File: config.mk
export PLATFORM = sky130hd
export DESIGN_NAME = clk_monitor
export DESIGN_NICKNAME = d
export VERILOG_FILES = /design/src/rtl/clk_monitor_pkg.sv /design/src/rtl/clk_monitor_sync_edge.sv /design/src/rtl/clk_monitor.sv
export SDC_FILE = /design/constraint.sdc
export NUM_CORES = 1
export LEC_CHECK = 0
export CORE_ASPECT_RATIO = 0.75
export CORE_MARGIN = 2
export CORE_UTILIZATION = 45
export CTS_CLUSTER_DIAMETER = 100
export CTS_CLUSTER_SIZE = 10
export DETAILED_ROUTE_END_ITERATION = 6
export GPL_TIMING_DRIVEN = 0
export PLACE_DENSITY = 0.67
export SYNTH_ARGS = -nofsm -noshare
export SYNTH_HDL_FRONTEND = slang
export SYNTH_SLANG_ARGS = --single-unit
File: constraint.sdc
create_clock -name clk -period 2.9 [get_ports clk]
set_clock_uncertainty 0.2 [all_clocks]
set_input_delay 0.58 -clock clk [delete_from_list [all_inputs] [get_ports clk]]
set_output_delay 0.58 -clock clk [all_outputs]
set_load 0.05 [all_outputs]
File: src/rtl/clk_monitor_pkg.sv
// Shared types and default constants for the PLL divided-clock frequency monitor.
package clk_monitor_pkg;

  typedef enum logic [1:0] {
    WAIT_EDGE = 2'd0,
    MEASURE   = 2'd1,
    LOCKED    = 2'd2
  } state_t;

  localparam int DIV_NOM_DEF = 124;
  localparam int DIV_TOL_DEF = 2;
  localparam int GOOD_N_DEF  = 4;
  localparam int TIMEOUT_DEF = 512;

  localparam logic [7:0] ERR_MAX = 8'd255;

endpackage

File: src/rtl/clk_monitor_sync_edge.sv
// Two-flop synchroniser for the divided clock plus a history flop for rising-edge detect.
module sync_edge (
  input  logic clk,
  input  logic reset,
  input  logic d,
  output logic rise
);

  logic s1;
  logic s2;
  logic s3;

  always_ff @(posedge clk or posedge reset) begin
    if (reset) begin
      s1 <= 1'b0;
      s2 <= 1'b0;
      s3 <= 1'b0;
    end else begin
      s1 <= d;
      s2 <= s1;
      s3 <= s2;
    end
  end

  assign rise = s2 & ~s3;

endmodule

File: src/rtl/clk_monitor.sv
// Measures clkd period in clk cycles and declares lock after GOOD_N consecutive in-window periods.
// state     | meaning
// WAIT_EDGE | no reference edge yet; first rise starts measuring
// MEASURE   | counting consecutive good periods toward lock
// LOCKED    | frequency in window, ok asserted
module clk_monitor
  import clk_monitor_pkg::*;
#(
  parameter int DIV_NOM = DIV_NOM_DEF,
  parameter int DIV_TOL = DIV_TOL_DEF,
  parameter int GOOD_N  = GOOD_N_DEF,
  parameter int TIMEOUT = TIMEOUT_DEF
) (
  input  logic                             clk,
  input  logic                             reset,
  input  logic                             clkd,
  output logic                             ok,
  output logic                             rst_out,
  output logic [$clog2(TIMEOUT+1)-1:0]     period,
  output logic [7:0]                       err_cnt,
  output logic                             fault
);

  localparam int PW = $clog2(TIMEOUT + 1);
  localparam int GW = $clog2(GOOD_N + 1);
  localparam logic [PW-1:0] LO  = PW'(DIV_NOM - DIV_TOL);
  localparam logic [PW-1:0] HI  = PW'(DIV_NOM + DIV_TOL);
  localparam logic [PW-1:0] TMO = PW'(TIMEOUT);
  localparam logic [GW-1:0] GN  = GW'(GOOD_N);

  state_t          state;
  logic            rise;
  logic [PW-1:0]   cnt;
  logic [GW-1:0]   good_cnt;
  logic [GW-1:0]   good_nxt;
  logic            good;
  logic            timeout;

  sync_edge u_sync (
    .clk   (clk),
    .reset (reset),
    .d     (clkd),
    .rise  (rise)
  );

  // A rise landing on cnt == TIMEOUT wins over the timeout and is judged as a (bad) period.
  assign good     = (cnt >= LO) && (cnt <= HI);
  assign timeout  = (cnt == TMO) && !rise;
  assign good_nxt = good_cnt + 1'b1;

  always_ff @(posedge clk or posedge reset) begin
    if (reset) begin
      state    <= WAIT_EDGE;
      cnt      <= '0;
      good_cnt <= '0;
      ok       <= 1'b0;
      rst_out  <= 1'b1;
      period   <= '0;
      err_cnt  <= '0;
      fault    <= 1'b0;
    end else begin
      fault   <= 1'b0;
      ok      <= (state == LOCKED);
      rst_out <= ~ok;

      // Clearing on timeout spaces repeated timeouts a full window apart.
      if (rise)
        cnt <= PW'(1);
      else if (timeout)
        cnt <= '0;
      else if (cnt != TMO)
        cnt <= cnt + 1'b1;

      case (state)
        WAIT_EDGE: begin
          if (rise) begin
            state    <= MEASURE;
            good_cnt <= '0;
          end else if (timeout) begin
            fault <= 1'b1;
          end
        end
        MEASURE: begin
          if (rise) begin
            period <= cnt;
            if (good) begin
              good_cnt <= good_nxt;
              if (good_nxt == GN) state <= LOCKED;
            end else begin
              good_cnt <= '0;
              fault    <= 1'b1;
            end
          end else if (timeout) begin
            fault <= 1'b1;
            state <= WAIT_EDGE;
          end
        end
        LOCKED: begin
          if (rise) begin
            period <= cnt;
            if (!good) begin
              fault    <= 1'b1;
              good_cnt <= '0;
              state    <= MEASURE;
              if (err_cnt != ERR_MAX) err_cnt <= err_cnt + 1'b1;
            end
          end else if (timeout) begin
            fault <= 1'b1;
            state <= WAIT_EDGE;
            if (err_cnt != ERR_MAX) err_cnt <= err_cnt + 1'b1;
          end
        end
        default: begin
          state    <= WAIT_EDGE;
          good_cnt <= '0;
        end
      endcase
    end
  end

endmodule

class_map.png
Scale bar: 20 um.
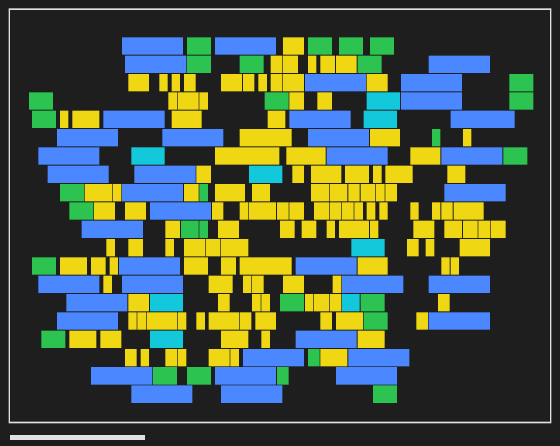
colour	class	cells	share of their area
cyan	clock drivers and dummy loads	8	4.5%
yellow	remaining logic cells	133	42%
blue	sequential cells	39	43%
green	remaining buffers and delay cells	29	11%
CORE AREA: 4100 sq um
# rows: 20
Core Util, Final: 0.575
Seq area share: 0.414

clock_nets.png
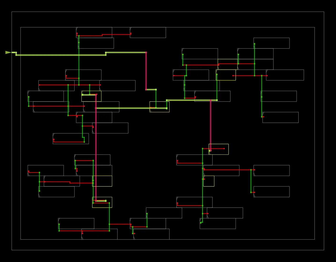
clock buffer count: 7
clock sinks: 39
Flop Count: 39

[registers in the layout, indices dropped and copies added, names as in the netlist]
signal,cells
period,10
u_sync.s3,1
cnt,10
state,2
fault,1
good_cnt,3
u_sync.s1,1
ok,1
err_cnt,8
u_sync.s2,1
rst_out,1
[cells by family after synthesis]
group,count (synthesis),synth area share
compound gates,26,0.109
simple gates,65,0.178
buf+inv,14,0.0301
flops,39,0.499
fa+ha+maj,10,0.0639
mux,10,0.0569
xor+xnor,14,0.0627
[through the flow]
stage | utilization | hold WS (ps) | std cells | cell area (sq um)
2_1_floorplan | - | 131 | 178 | 1960
3_3_place_gp | 0.550 | 133 | 256 | 2260
3_5_place_dp | 0.550 | 136 | 256 | 2260
4_1_cts | 0.575 | 154 | 264 | 2360
5_1_grt | 0.575 | 172 | 264 | 2360
6_report | 0.575 | 152 | 264 | 2360
[cell usage in the layout (no fill, tap or decap), types with 2 or more instances in the layout]
master and n:
xnor2_1 9, clkdlybuf4s50_1 23, buf_2 2, nor2b_1 3, nand3_1 5, o21ai_0 8, nand2_1 16, xor2_1 5
nor3_1 6, or3_1 4, mux2_2 8, a31o_2 2, o21bai_1 2, clkbuf_1 3, inv_1 7, and3_1 4
a21oi_1 4, ha_1 10, clkbuf_8 7, nand2b_1 2, nand4_1 3, dfrtp_1 38, nor2_1 15
[final cells by class]
type,count,area share
buffer,6,0.0122
sequential,39,0.414
tap,55,0.0292
timing repair buffer,23,0.0976
clock inverter,1,0.00318
clock buffer,7,0.0408
multi-input combinational,125,0.390
inverter,8,0.0127
[metal layers]
metal | vias up | wire, um
li1 | 672 | -
met1 | 686 | 1850
met2 | 43 | 1680
met3 | 9 | 156
met4 | 0 | 55
met5 | - | 0
[worst register-to-register path: stages, from the launching register on]
cell,delay [ps]
dfrtp_1,420
inv_1,130
ha_1,190
nor3_2,90
or3_1,400
or3_1,370
o211ai_2,230
mux2_1,350
[path summary, 6_finish.rpt]
check	start	endpoint	slack [ps]	depth (start not counted)
worst max-delay path	cnt[0]$_DFFE_PP0P_	state[1]$_DFFE_PP0P_	390	7
worst min-delay path	u_sync.s1$_DFF_PP0_	u_sync.s2$_DFF_PP0_	150	0
worst max register to register	cnt[0]$_DFFE_PP0P_	state[1]$_DFFE_PP0P_	390	7
worst min register to register	u_sync.s1$_DFF_PP0_	u_sync.s2$_DFF_PP0_	150	0
max in group asynchronous	reset	cnt[5]$_DFFE_PP0P_	1450	2
min in group asynchronous	reset	period[9]$_DFFE_PP0P_	550	2
[synth_stat cells (all sizes together), types with 3 or more instances]
master  instances  share of area
clkbuf          3         0.0058
nor2b           3         0.0096
inv             8          0.015
nand3           5          0.013
nor3            7          0.020
and3            4          0.013
buf             3         0.0090
nand2          16          0.031
o21ai           8          0.020
xor2            5          0.022
nand4           4          0.020
mux2            9          0.052
nor2           15          0.029
a21oi           4          0.010
xnor2           9          0.040
or3             4          0.013
dfrtp          38           0.49
ha             10          0.064
[power breakdown]
group / internal, mW / switching [mW] / total (mW)
Combinational: 0.288 / 0.492 / 0.780
Clock: 0.216 / 0.185 / 0.401
Sequential: 0.639 / 0.0721 / 0.711
==> run_results.csv <==
group,metric,value,unit
pwr,power.total,1.89,mW
placed_design,place_hpwl,2.76,mm
floorplan,dieArea,4900,sq um
placed_design,globalplace.congestion,0.794,
timing,min_period,2510,ps
finish,layout-drive-gt1-share,0.148,
yosys,ys.flops,39,
clock_network,cts_setup_buffers,0,
timing,rsz0062_at_grt,"false",
clock_network,clock_latency,290,ps
floorplan,ioPinCount,24,
critical_path,crit_fanout,5,
timing,hold_viol,0,
critical_path,cp.buffers_inverters,1,
clock_network,clock_path_buffers,2,
clock_network,cts_made_buffers,5,
finish,ff_latch_area,977,sq um
finish,fill_cells,370,
yosys,synth.avg_cell_area,11.0,sq um
yosys,synth_cells,178,
pwr,vdd_drop_max,404,uV
floorplan,die_height,61.1,um
placed_design,numPortBuffers,23,
timing,relSlewSlack,0.473,
pwr,powerDensity,802,nW/um^2
yosys,ys_area,1960,sq um
global_routing,grt_max_degree,40,
clock_network,cts_resized,0,
worst_hold_path,min_path_type,"flip-flop to flip-flop",
clock_network,cts-root-buf,"clkbuf_8",
floorplan,fp-utilization,0.477,
global_routing,antenna_found_initial,0,
routing,vias_per_cell,5.34,
critical_path,critPathTopFamily,"simple AND/OR/NAND/NOR gates",
routing,wirelength,3.74,mm
global_routing,grt_use_met3,0.0440,
critical_path,crit_slowest_cell,"dfrtp_1",
clock_network,hold_buffers,0,
timing,fin_tns_setup,0,ps
global_routing,grtUsageMet1,0.240,
floorplan,die-width,80.1,um
global_routing,grt_pass1_vias,1348,
clock_network,htree_levels,2,
routing,drc,0,
critical_path,crit_path_start_kind,"flip-flop",
routing,postRouteAntennaNets,0,
finish,synthToLayoutAreaGrowth,20.6,%
timing,fmax,0.398,GHz
yosys,ys_cells,178,
critical_path,path_class,"flip-flop to flip-flop",
routing,drtIter0Drc,109,
yosys,edf_count,0,
critical_path,cpMostUsedCell,"or3_1",
global_routing,use_met2,0.256,
critical_path,required,2870,ps
clock_network,clkSlewWorstSetupHoldPaths,80,ps
critical_path,crit_arrival,2480,ps
global_routing,grt_first_pass_wirelength,6.25,mm
clock_network,cts_tree,"built",
global_routing,grt-busiest-layer,"met2",
global_routing,grt_usage,0.170,
timing,setup_slack,386,ps
timing,tightest_slew,789,ps
yosys,ys_warn_count,0,
placed_design,pre_cts_slack,472,ps
routing,first_pass_iters,4,
global_routing,overflow,0,
finish,mi_logic_area,921,sq um
timing,finalMaxSlewViolations,0,
routing,wl_per_cell,14.2,um
critical_path,worstPathCellList,"inv_1 -> ha_1 -> nor3_2 -> or3_1 -> or3_1 -> o211ai_2 -> mux2_1",
critical_path,cp-end-kind,"flip-flop",
yosys,ys_seq_frac,0.499,
finish,diodes,0,
flow_run,tool_warnings,32,
yosys,async_reset_ff_frac,1.00,
yosys,synth_cell_types,42,
run_status,status,"finished clean",
pwr,total_leakage_power,1.08,nW
timing,min_period_over_period,0.867,
yosys,syn_area,1960,sq um
yosys,synthesis.nets,191,
timing,setup_viol,0,
routing,vias,1410,
yosys,flop_cell,"dfrtp_1",
critical_path,critPathMaxStageDelay,420,ps
flow_run,max_cap_violations,0,
finish,num-nets-final,221,
Power figures rest on the tool's default switching activity, not on a simulated workload.
